**config.mk**
```make
export PLATFORM = sky130hd
export DESIGN_NAME = nbit_predictor
export DESIGN_NICKNAME = d
export VERILOG_FILES = /design/src/rtl/nbit_pred_pkg.sv /design/src/rtl/nbit_predictor_sat_counter.sv /design/src/rtl/nbit_predictor.sv
export SDC_FILE = /design/constraint.sdc
export NUM_CORES = 1
export LEC_CHECK = 0
export ABC_CLOCK_PERIOD_IN_PS = 3450
export CAP_MARGIN = 10
export CORE_ASPECT_RATIO = 2
export CORE_MARGIN = 5
export CORE_UTILIZATION = 54
export DETAILED_ROUTE_END_ITERATION = 10
export PLACE_DENSITY = 0.8
export SLEW_MARGIN = 20
export SYNTH_ARGS = -nofsm -noshare
export SYNTH_HDL_FRONTEND = slang
export SYNTH_HIERARCHICAL = 1
export SYNTH_SLANG_ARGS = --single-unit
```
**constraint.sdc**
```tcl
create_clock -name clk -period 3.45 [get_ports clk]
set_input_delay 0.69 -clock clk [delete_from_list [all_inputs] [get_ports clk]]
set_output_delay 0.69 -clock clk [all_outputs]
set_load 0.02 [all_outputs]
```
**src/rtl/nbit_pred_pkg.sv**
```systemverilog
// nbit_pred_pkg: shared mode constants and saturating-counter helpers for the predictor
package nbit_pred_pkg;
  localparam int MODE_BIMODAL = 0;
  localparam int MODE_GSHARE = 1;
  function automatic int ctr_init(int ctr_bits);
    return (1 << (ctr_bits - 1)) - 1;
  endfunction
  function automatic int sat_inc(int v, int max);
    return v >= max ? max : v + 1;
  endfunction
  function automatic int sat_dec(int v);
    return v <= 0 ? 0 : v - 1;
  endfunction
endpackage

```
**src/rtl/nbit_predictor_sat_counter.sv**
```systemverilog
// sat_counter: event counter that sticks at all-ones instead of wrapping
module sat_counter #(
  parameter int W = 32
) (
  input  logic         clk,
  input  logic         reset,
  input  logic         en,
  output logic [W-1:0] count
);
  // count enabled events, holding once every bit is set
  always_ff @(posedge clk or negedge reset)
    if (!reset) count <= '0;
    else if (en && count != '1) count <= count + W'(1);
endmodule

```
**src/rtl/nbit_predictor.sv**
```systemverilog
// nbit_predictor: saturating-counter branch predictor, bimodal or gshare indexed, with hit statistics
module nbit_predictor
  import nbit_pred_pkg::*;
#(
  parameter int CTR_BITS = 2,
  parameter int IDX_BITS = 4,
  parameter int MODE = 0,
  parameter int HIST_BITS = 4,
  parameter int CNT_W = 32
) (
  input  logic                clk,
  input  logic                reset,
  input  logic                valid,
  input  logic [IDX_BITS-1:0] branchnumber,
  input  logic                in,
  output logic                out,
  output logic [CNT_W-1:0]    mismatch,
  output logic [CNT_W-1:0]    total
);
  localparam int DEPTH = 1 << IDX_BITS;
  localparam int MAXC = (1 << CTR_BITS) - 1;
  localparam logic [CTR_BITS-1:0] INIT = CTR_BITS'(ctr_init(CTR_BITS));
  if (CTR_BITS < 1 || CTR_BITS > 4 || HIST_BITS < 1 || HIST_BITS > IDX_BITS ||
      (MODE != MODE_BIMODAL && MODE != MODE_GSHARE)) begin : g_bad_params
    $error("nbit_predictor: illegal CTR_BITS/HIST_BITS/MODE");
  end
  logic [CTR_BITS-1:0]  tbl [DEPTH];
  logic [HIST_BITS-1:0] ghr;
  logic [IDX_BITS-1:0]  idx;
  logic [CTR_BITS-1:0]  nxt;
  // index selection and the counter value the entry moves to on this outcome
  always_comb begin
    idx = MODE == MODE_GSHARE ? branchnumber ^ IDX_BITS'(ghr) : branchnumber;
    nxt = in ? CTR_BITS'(sat_inc(int'(tbl[idx]), MAXC)) : CTR_BITS'(sat_dec(int'(tbl[idx])));
  end
  assign out = tbl[idx][CTR_BITS-1];
  // table held in flops so the async reset can restore every entry to weakly not-taken
  always_ff @(posedge clk or negedge reset)
    if (!reset) for (int i = 0; i < DEPTH; i++) tbl[i] <= INIT;
    else if (valid) tbl[idx] <= nxt;
  // global history shift register; the shift form also covers a one-bit history
  always_ff @(posedge clk or negedge reset)
    if (!reset) ghr <= '0;
    else if (valid && MODE == MODE_GSHARE) ghr <= (ghr << 1) | HIST_BITS'(in);
  sat_counter #(.W(CNT_W)) u_total (.clk(clk), .reset(reset), .en(valid), .count(total));
  sat_counter #(.W(CNT_W)) u_mismatch (.clk(clk), .reset(reset), .en(valid && out != in), .count(mismatch));
endmodule

```
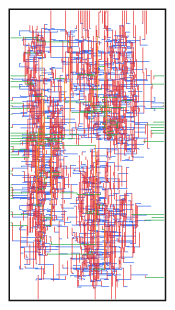
Figure 1: routed metal, one color a layer.
(2 px per um)
color	layer	wire length
red	met2	6360 um
blue	met1	4490 um
green	met3	655 um
orange	met4	399 um
Vias: 3841
final WL: 11900 um
DR WL/cell: 19.2 um

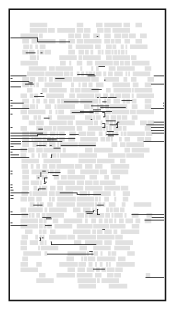
Figure 2: metal 3.
(2 px per um)
main direction	horizontal
wire length on this layer	655 um
longest straight run	32.0 um
met3 Usage GRT: 4.96%

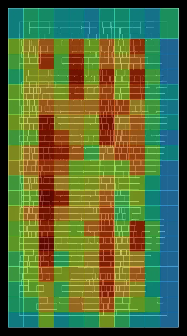
Figure 3: congestion heat map.
fin util: 68.2%
met1 GRT Util: 25.0%
grt peak-use layer: met2

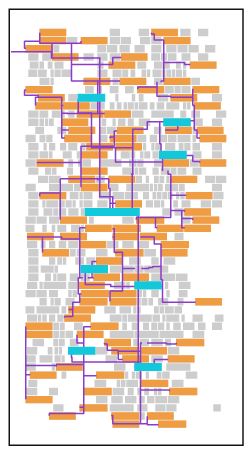
Figure 4: routed clock nets over the placement.
(3 px per um)
[cyan] cells driving clock nets | count: 9
[orange] flip-flops | count: 96
[purple] clock wires | length: 1070 um
flops lie	spread over the die
routed clock nets	10
clock power share: 29.0%
Clock Skew: 6.95 ps

==> results.toml <==
# synthesis and place-and-route metrics
[power]
power_leakage_nw = 2.49
total_power_mw = 3.28
seqPwrFrac_pct = 47.1
internal-power_mw = 2.27

[yosys]
synth_area_per_cell_sq_um = 11.6
synth-edff-count = 0
yosysCellCount = 425
synth_area_sq_mm = 0.00491
async_reset_ff_share_pct = 100

[worst_setup_path]
crit_path_top_delay_cell = "mux4_2"
cp.depth = 7
r2r-start = "u_total/count[4]"
cp_cell_sequence = "clkdlybuf4s50_1, buf_4, mux4_2, a22oi_2, nand3_2, buf_4, dlygate4sd2_1"
crit_type = "in2out"

[final_layout]
layout_top_cell = "dfrtp_1"
antenna_cells = 0
final_cell_area_sq_mm = 0.00610
drive_gt1_share_pct = 22.7
nFillCells = 675

[floorplan]
row_count = 49
fp.dieW_um = 77.4
die-area_sq_mm = 0.0112
ios = 73

[outcome]
status = "completed"

[global_route]
use_met2_pct = 38.8
overflow = 0

[sta]
fin_hold_ws_ps = 413
finalSetupTns_ps = 0

[placed_design]
place_congestion = 0.983

[cts]
cts_htree_levels = 3
cts_made_buffers = 9

[drt]
dr.first_iter.drc_count = 344
==> flip-flops by register name, summed over array words and instances, names as in the netlist <==
| name | flops |
|---|---|
| u_total/count | 32 |
| tbl | 32 |
| u_mismatch/count | 32 |
==> power groups by stage <==
stage | clock network, mW | logic (mW) | registers [mW]
detailed placement | 0 | 0.789 | 1.57
global route | 1.03 | 0.847 | 1.58
CTS | 0.978 | 0.791 | 1.55
floorplan | 0 | 0.409 | 1.61
finish | 0.952 | 0.785 | 1.55
global placement | 0 | 0.763 | 1.55
==> layout make-up <==
type / count / area share (%)
Sequential cell: 96 / 39.7
Multi-Input combinational cell: 315 / 39.2
Timing Repair Buffer: 90 / 14.2
Clock buffer: 9 / 3.69
Tap cell: 102 / 2.09
Clock inverter: 7 / 1.00
Inverter: 2 / 0.123
Power and IR drop assume default switching activity.
